==> src/rtl/keccak_pkg.sv <==
// Shared Keccak sponge constants, the padder state encoding and the domain-suffix selector.
package keccak_pkg;

  localparam logic [7:0] SUFFIX_SHA3  = 8'h06;
  localparam logic [7:0] SUFFIX_SHAKE = 8'h1F;
  localparam logic [7:0] PAD_END      = 8'h80;

  localparam int RATE_SHA3_512 = 576;
  localparam int RATE_SHA3_256 = 1088;
  localparam int RATE_SHAKE128 = 1344;

  typedef enum logic [2:0] {
    IDLE,
    ABSORB,
    PAD,
    FULL,
    DONE
  } pad_state_e;

  function automatic logic [7:0] domain_suffix(input logic shake);
    return shake ? SUFFIX_SHAKE : SUFFIX_SHA3;
  endfunction

endpackage

==> src/rtl/sponge_padder_if.sv <==
// Message-source / permutation handshake bundle for sponge_padder.
interface sponge_padder_if #(
  parameter int IN_W      = 64,
  parameter int RATE_BITS = 576
);
  localparam int BN_W = $clog2(IN_W/8);

  logic [IN_W-1:0]      in;
  logic                 in_ready;
  logic                 is_last;
  logic [BN_W-1:0]      byte_num;
  logic                 mode;
  logic                 restart;
  logic                 f_ack;
  logic                 buffer_full;
  logic [RATE_BITS-1:0] out;
  logic                 out_ready;
  logic                 out_last;

  modport master (
    output in, in_ready, is_last, byte_num, mode, restart, f_ack,
    input  buffer_full, out, out_ready, out_last
  );

  modport slave (
    input  in, in_ready, is_last, byte_num, mode, restart, f_ack,
    output buffer_full, out, out_ready, out_last
  );

endinterface

==> src/rtl/sponge_pad_word.sv <==
// Builds the final message word: top byte_num bytes of the input, then the suffix, then zeros.
module sponge_pad_word #(
  parameter int  IN_W = 64,
  localparam int BN_W = $clog2(IN_W/8)
) (
  input  logic [IN_W-1:0] in_i,
  input  logic [BN_W-1:0] byte_num_i,
  input  logic [7:0]      suffix_i,
  output logic [IN_W-1:0] word_o
);

  localparam int NB = IN_W/8;

  always_comb begin
    word_o = '0;
    for (int i = 0; i < NB; i++) begin
      if (i < int'(byte_num_i))
        word_o[IN_W-1-8*i -: 8] = in_i[IN_W-1-8*i -: 8];
      else if (i == int'(byte_num_i))
        word_o[IN_W-1-8*i -: 8] = suffix_i;
    end
  end

endmodule

==> src/rtl/sponge_padder.sv <==
// Packs IN_W-bit message words into one rate block with Keccak pad10*1 padding.
// Define SPONGE_PADDER_XOF_EN to let the mode input select the SHAKE domain suffix.
module sponge_padder
  import keccak_pkg::*;
#(
  parameter int IN_W      = 64,
  parameter int RATE_BITS = RATE_SHA3_512
) (
  input logic             clk,
  input logic             reset,
  sponge_padder_if.slave  bus
);

  localparam int WORDS = RATE_BITS/IN_W;
  localparam int CNT_W = $clog2(WORDS+1);
  localparam logic [CNT_W-1:0] LAST_SLOT = CNT_W'(WORDS-1);

  pad_state_e           state_q;
  logic [CNT_W-1:0]     cnt_q;
  logic [RATE_BITS-1:0] out_q;
  logic                 out_ready_q;
  logic                 out_last_q;

  logic                 busy;
  logic                 accept;
  logic                 at_last_slot;
  logic [7:0]           suffix;
  logic [IN_W-1:0]      pad_word;
  logic [IN_W-1:0]      slot_d;
  int                   slot_lsb;

  assign busy         = (state_q == PAD) || (state_q == FULL) || (state_q == DONE);
  assign accept       = bus.in_ready && !busy;
  assign at_last_slot = (cnt_q == LAST_SLOT);
  assign slot_lsb     = (WORDS - 1 - int'(cnt_q)) * IN_W;

`ifdef SPONGE_PADDER_XOF_EN
  logic mode_q;

  // The first word of a message may also be its last, so IDLE uses the live mode bit.
  assign suffix = domain_suffix((state_q == IDLE) ? bus.mode : mode_q);

  always_ff @(posedge clk or negedge reset) begin
    if (!reset)
      mode_q <= 1'b0;
    else if (state_q == IDLE && accept)
      mode_q <= bus.mode;
  end
`else
  logic unused_mode;
  assign unused_mode = bus.mode;
  assign suffix      = SUFFIX_SHA3;
`endif

  sponge_pad_word #(.IN_W(IN_W)) u_pad_word (
    .in_i       (bus.in),
    .byte_num_i (bus.byte_num),
    .suffix_i   (suffix),
    .word_o     (pad_word)
  );

  // The closing 1 of pad10*1 lands in the LSB byte of the final slot, possibly on top of the suffix.
  always_comb begin
    slot_d = '0;
    if (state_q == IDLE || state_q == ABSORB)
      slot_d = bus.is_last ? pad_word : bus.in;
    if (at_last_slot && (state_q == PAD ||
        ((state_q == IDLE || state_q == ABSORB) && bus.is_last)))
      slot_d[7:0] = slot_d[7:0] | PAD_END;
  end

  always_ff @(posedge clk or negedge reset) begin
    if (!reset) begin
      state_q     <= IDLE;
      cnt_q       <= '0;
      out_q       <= '0;
      out_ready_q <= 1'b0;
      out_last_q  <= 1'b0;
    end else begin
      case (state_q)
        IDLE, ABSORB: begin
          if (accept) begin
            out_q[slot_lsb +: IN_W] <= slot_d;
            cnt_q                   <= cnt_q + CNT_W'(1);
            if (at_last_slot) begin
              state_q     <= FULL;
              out_ready_q <= 1'b1;
              out_last_q  <= bus.is_last;
            end else begin
              state_q <= bus.is_last ? PAD : ABSORB;
            end
          end
        end
        PAD: begin
          out_q[slot_lsb +: IN_W] <= slot_d;
          cnt_q                   <= cnt_q + CNT_W'(1);
          if (at_last_slot) begin
            state_q     <= FULL;
            out_ready_q <= 1'b1;
            out_last_q  <= 1'b1;
          end
        end
        FULL: begin
          if (bus.f_ack) begin
            out_q       <= '0;
            cnt_q       <= '0;
            out_ready_q <= 1'b0;
            out_last_q  <= 1'b0;
            state_q     <= out_last_q ? DONE : ABSORB;
          end
        end
        DONE: begin
          if (bus.restart)
            state_q <= IDLE;
        end
        default: state_q <= IDLE;
      endcase
    end
  end

  assign bus.buffer_full = busy;
  assign bus.out         = out_q;
  assign bus.out_ready   = out_ready_q;
  assign bus.out_last    = out_last_q;

endmodule
==> src/flat_wrapper.sv <==
// flat-port wrapper written by rule: the top's interface ports become plain ports
module sponge_padder_flat import keccak_pkg::*;
#(
  parameter int IN_W      = 64,
  parameter int RATE_BITS = RATE_SHA3_512
)
  (clk, reset, bus_in, bus_in_ready, bus_is_last, bus_byte_num, bus_mode, bus_restart, bus_f_ack, bus_buffer_full, bus_out, bus_out_ready, bus_out_last);
  sponge_padder_if #(.IN_W(IN_W), .RATE_BITS(RATE_BITS)) bus_i ();
  input logic clk;
  input logic reset;
  input wire logic [$bits(bus_i.in)-1:0] bus_in;
  input wire logic [$bits(bus_i.in_ready)-1:0] bus_in_ready;
  input wire logic [$bits(bus_i.is_last)-1:0] bus_is_last;
  input wire logic [$bits(bus_i.byte_num)-1:0] bus_byte_num;
  input wire logic [$bits(bus_i.mode)-1:0] bus_mode;
  input wire logic [$bits(bus_i.restart)-1:0] bus_restart;
  input wire logic [$bits(bus_i.f_ack)-1:0] bus_f_ack;
  output wire logic [$bits(bus_i.buffer_full)-1:0] bus_buffer_full;
  output wire logic [$bits(bus_i.out)-1:0] bus_out;
  output wire logic [$bits(bus_i.out_ready)-1:0] bus_out_ready;
  output wire logic [$bits(bus_i.out_last)-1:0] bus_out_last;
  assign bus_i.in = bus_in;
  assign bus_i.in_ready = bus_in_ready;
  assign bus_i.is_last = bus_is_last;
  assign bus_i.byte_num = bus_byte_num;
  assign bus_i.mode = bus_mode;
  assign bus_i.restart = bus_restart;
  assign bus_i.f_ack = bus_f_ack;
  assign bus_buffer_full = bus_i.buffer_full;
  assign bus_out = bus_i.out;
  assign bus_out_ready = bus_i.out_ready;
  assign bus_out_last = bus_i.out_last;
  sponge_padder #(.IN_W(IN_W), .RATE_BITS(RATE_BITS)) u_core (.clk(clk), .reset(reset), .bus(bus_i));
endmodule
==> config.mk <==
export PLATFORM = sky130hd
export DESIGN_NAME = sponge_padder_flat
export DESIGN_NICKNAME = d
export VERILOG_FILES = /design/src/rtl/keccak_pkg.sv /design/src/rtl/sponge_padder_if.sv /design/src/rtl/sponge_pad_word.sv /design/src/rtl/sponge_padder.sv /design/src/flat_wrapper.sv
export SDC_FILE = /design/constraint.sdc
export NUM_CORES = 1
export LEC_CHECK = 0
export ABC_AREA = 1
export CAP_MARGIN = 20
export CORE_AREA = 10 10 245 247
export CTS_CLUSTER_DIAMETER = 60
export DETAILED_ROUTE_END_ITERATION = 7
export DIE_AREA = 0 0 255 257
export PLACE_DENSITY = 0.87
export SETUP_SLACK_MARGIN = 0.02
export SLEW_MARGIN = 10
export SYNTH_ARGS = -nofsm -noshare
export SYNTH_HDL_FRONTEND = slang
export SYNTH_SLANG_ARGS = --single-unit
==> constraint.sdc <==
create_clock -name clk -period 3.3 [get_ports clk]
set_clock_uncertainty 0.15 [all_clocks]
set_input_delay 0.33 -clock clk [delete_from_list [all_inputs] [get_ports clk]]
set_output_delay 0.33 -clock clk [all_outputs]
set_load 0.02 [all_outputs]
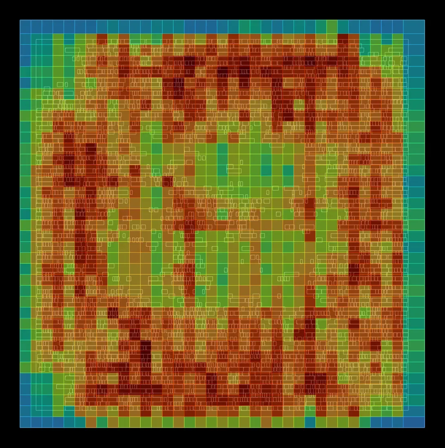
(run_1/congestion_map.png)
met1 usage: 0.421
post-DR wirelength/cell: 27.8 um

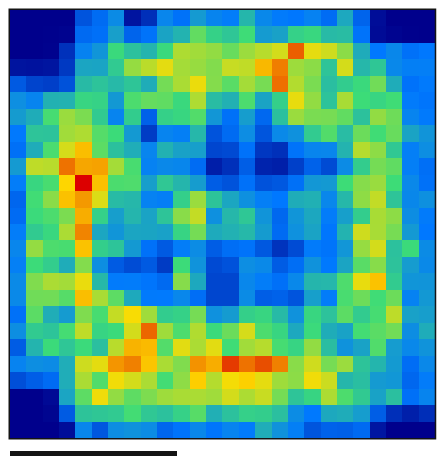
(run_1/route_heat.png)
The bar under the picture is 100 um long. 26 x 26 tiles, from dark blue (low) to red (high), scaled to the fullest tile. Values are wire area over tile area, all layers added.
tiles over half the peak: 33%
mean over tiles: 0.33
fullest tile: 0.80
nearly empty tiles: 4.3%

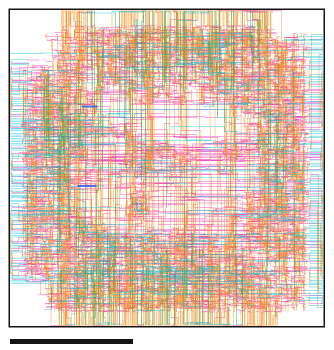
(run_1/layers.png)
The bar under the picture is 100 um long.
[green] M4 | wire length: 8,600 um
[blue] M5 | wire length: 24.8 um
[cyan] M3 | wire length: 15,300 um
[orange] M2 | wire length: 53.9 mm
[magenta] M1 | wire length: 42.0 mm
DR vias: 25.6k
Routed WL: 120,000 um
Total GRT Usage: 0.353

==> GITHUB_STEP_SUMMARY, run 1 <==
## Synthesis and layout report

| Metric | Value |
|---|---|
| IO Pins | 653 |
| Synth async-reset ratio | 1.00 |
| CP max FO | 40 |
| Sequential share of cell area | 0.415 |
| Commonest cells in the netlist | dfrtp_1, nand2_1, nand3_1 |
| Floorplan Nets | 2,985 |
| CP required | 3650 ps |
| Flops after synth | 585 |
| Max_cap viols | 0 |
| Status | complete, no violations |
| Area after DPL | 33,000 um2 |
| Final ANT Viol Nets | 0 |
| Layout cells sized above 1 | 0.0823 |
| Non-clk buf share | 0.222 |
| Synthesis area per yosys | 25,100 um2 |
| Slowest stage delay, CP | 510 ps |
| Buf+Inv Stages, Crit Path | 3 |
| P_leak | 0.0163 uW |
| Die footprint | 65,500 um2 |
| Final Cell Area | 35,200 um2 |
| DP Wirelength | 85,000 um |
| Crit path max-delay family | simple AND/OR/NAND/NOR gates |
| Int Power | 15,400 uW |
| Achievable clock frequency | 327 MHz |
| Reg-to-reg startpoint | u_core.cnt_q[1] |
| Part of the cycle the worst path needs | 0.927 |
| Comb area share | 0.243 |
| RePlAce Congestion | 0.939 |
| Uppermost layer routed | met5 |
| Worst hold slack | 151 ps |
| # diodes | 14 |
| Crit. End Element | flip-flop |
| Clock network power | 7690 uW |
| First-pass GRT wire length | 170,000 um |
| Least-Margin Pin Slew | 1080 ps |
## run 1: per-layer routing
metal,up-vias,global-route usage
li1,10900,-
met5,-,0
met3,441,0.116
met1,12400,0.421
met4,4,0.238
met2,1921,0.536
## run 1: kinds of logic after synthesis
kind of cell	synth area share
AOI/OAI and AO/OA	0.101
xor gates and xnor gates	0.000348
adders and majority gates	0.000995
buffers and inverters	0.0821
DFF	0.582
and+or+nand+nor	0.234
## run 1: state kept, by name, indices dropped and copies added, names as in the netlist
name,cells
u_core.bus.out_last,1
u_core.cnt_q,4
u_core.bus.out_ready,1
u_core.state_q,3
u_core.bus.out,576
## run 1: what timing repair did
action | CTS | global route
endpoints found under the hold margin | 68 | 0
endpoints found under the setup margin | 0 | 6
hold buffers | 1 | 0
resized | 0 | 2
==> run 2: changes to the inputs <==
Settings changed: GPL_ROUTABILITY_DRIVEN set to 0, MAX_ROUTING_LAYER set to met4.
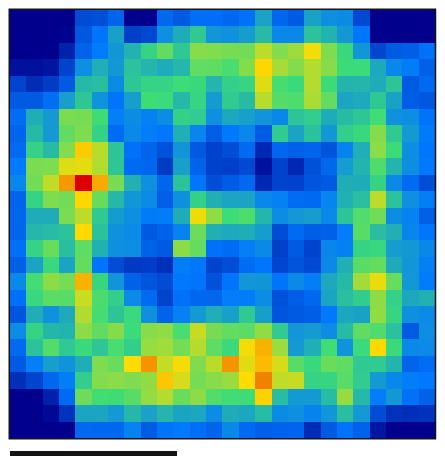
(run_2/route_heat.png)
The bar under the picture is 100 um long. 26 x 26 tiles, from dark blue (low) to red (high), scaled to the fullest tile. Values are wire area over tile area, all layers added.
Routed WL: 118,000 um
Total GRT Usage: 0.361
post-DR wirelength/cell: 27.4 um
DR vias: 25.3k

==> GITHUB_STEP_SUMMARY, run 2 <==
## Synthesis and layout report

| Metric | Value |
|---|---|
| Top Usage Layer GRT | met2 |
| Worst hold slack | 178 ps |
| Least-Margin Pin Slew | 914 ps |
| Synthesis area per yosys | 25,100 um2 |
| Crit path max-delay family | buffers and inverters |
| Setup Buffers After CTS | 0 |
| Post_cts resized | 0 |
| Flops after synth | 585 |
| Met1 usage | 0.419 |
| Non-clk buf share | 0.221 |
| Die footprint | 65,500 um2 |
| CP max FO | 63 |
| Floorplan Nets | 2,985 |
| Final Cell Area | 35,100 um2 |
| Synth async-reset ratio | 1.00 |
| Uppermost layer routed | met4 |
| Met3 Track Usage GR | 0.109 |
| # diodes | 11 |
| CP required | 3590 ps |
| # hold bufs at CTS | 1 |
| Status | complete, no violations |
| Sequential share of cell area | 0.417 |
| Crit. End Element | flip-flop |
| Final ANT Viol Nets | 0 |
| Area after DPL | 32,900 um2 |
| Comb area share | 0.244 |
| DP Wirelength | 84,700 um |
| P_leak | 0.0163 uW |
| Mux share | 0 |
| Buf+Inv Stages, Crit Path | 5 |
| Layout cells sized above 1 | 0.0839 |
| Reg-to-reg startpoint | u_core.cnt_q[1] |
| First-pass GRT wire length | 169,000 um |
| AND-OR/OR-AND share of the synthesized area | 0.101 |
| Number of flip-flops in the largest register | 576 |
| Yosys xor share | 0.000348 |
| Largest non-sequential cell family by area | simple AND/OR/NAND/NOR gates |
[run 2: how the worst min path moves through the flow]
| stage | from | cells past startpoint | slack [ps] | end |
|---|---|---|---|---|
| after floorplan | reset | 0 | -120 | u_core.bus.out[0] |
| after global placement | reset | 1 | 230 | u_core.bus.out[259] |
| after detailed placement | reset | 1 | 230 | u_core.bus.out[515] |
| after CTS | reset | 2 | 180 | u_core.bus.out[515] |
| after global routing | reset | 2 | 230 | u_core.bus.out[287] |
| final | reset | 2 | 180 | u_core.bus.out[515] |
[run 2: power by group]
group	total, uW	switching [uW]	internal (uW)
sequential	8240	431	7810
combinational	12200	9210	2980
clock	7420	3200	4220
total	27800	12800	15000
Power is estimated from default activity; no workload was simulated.
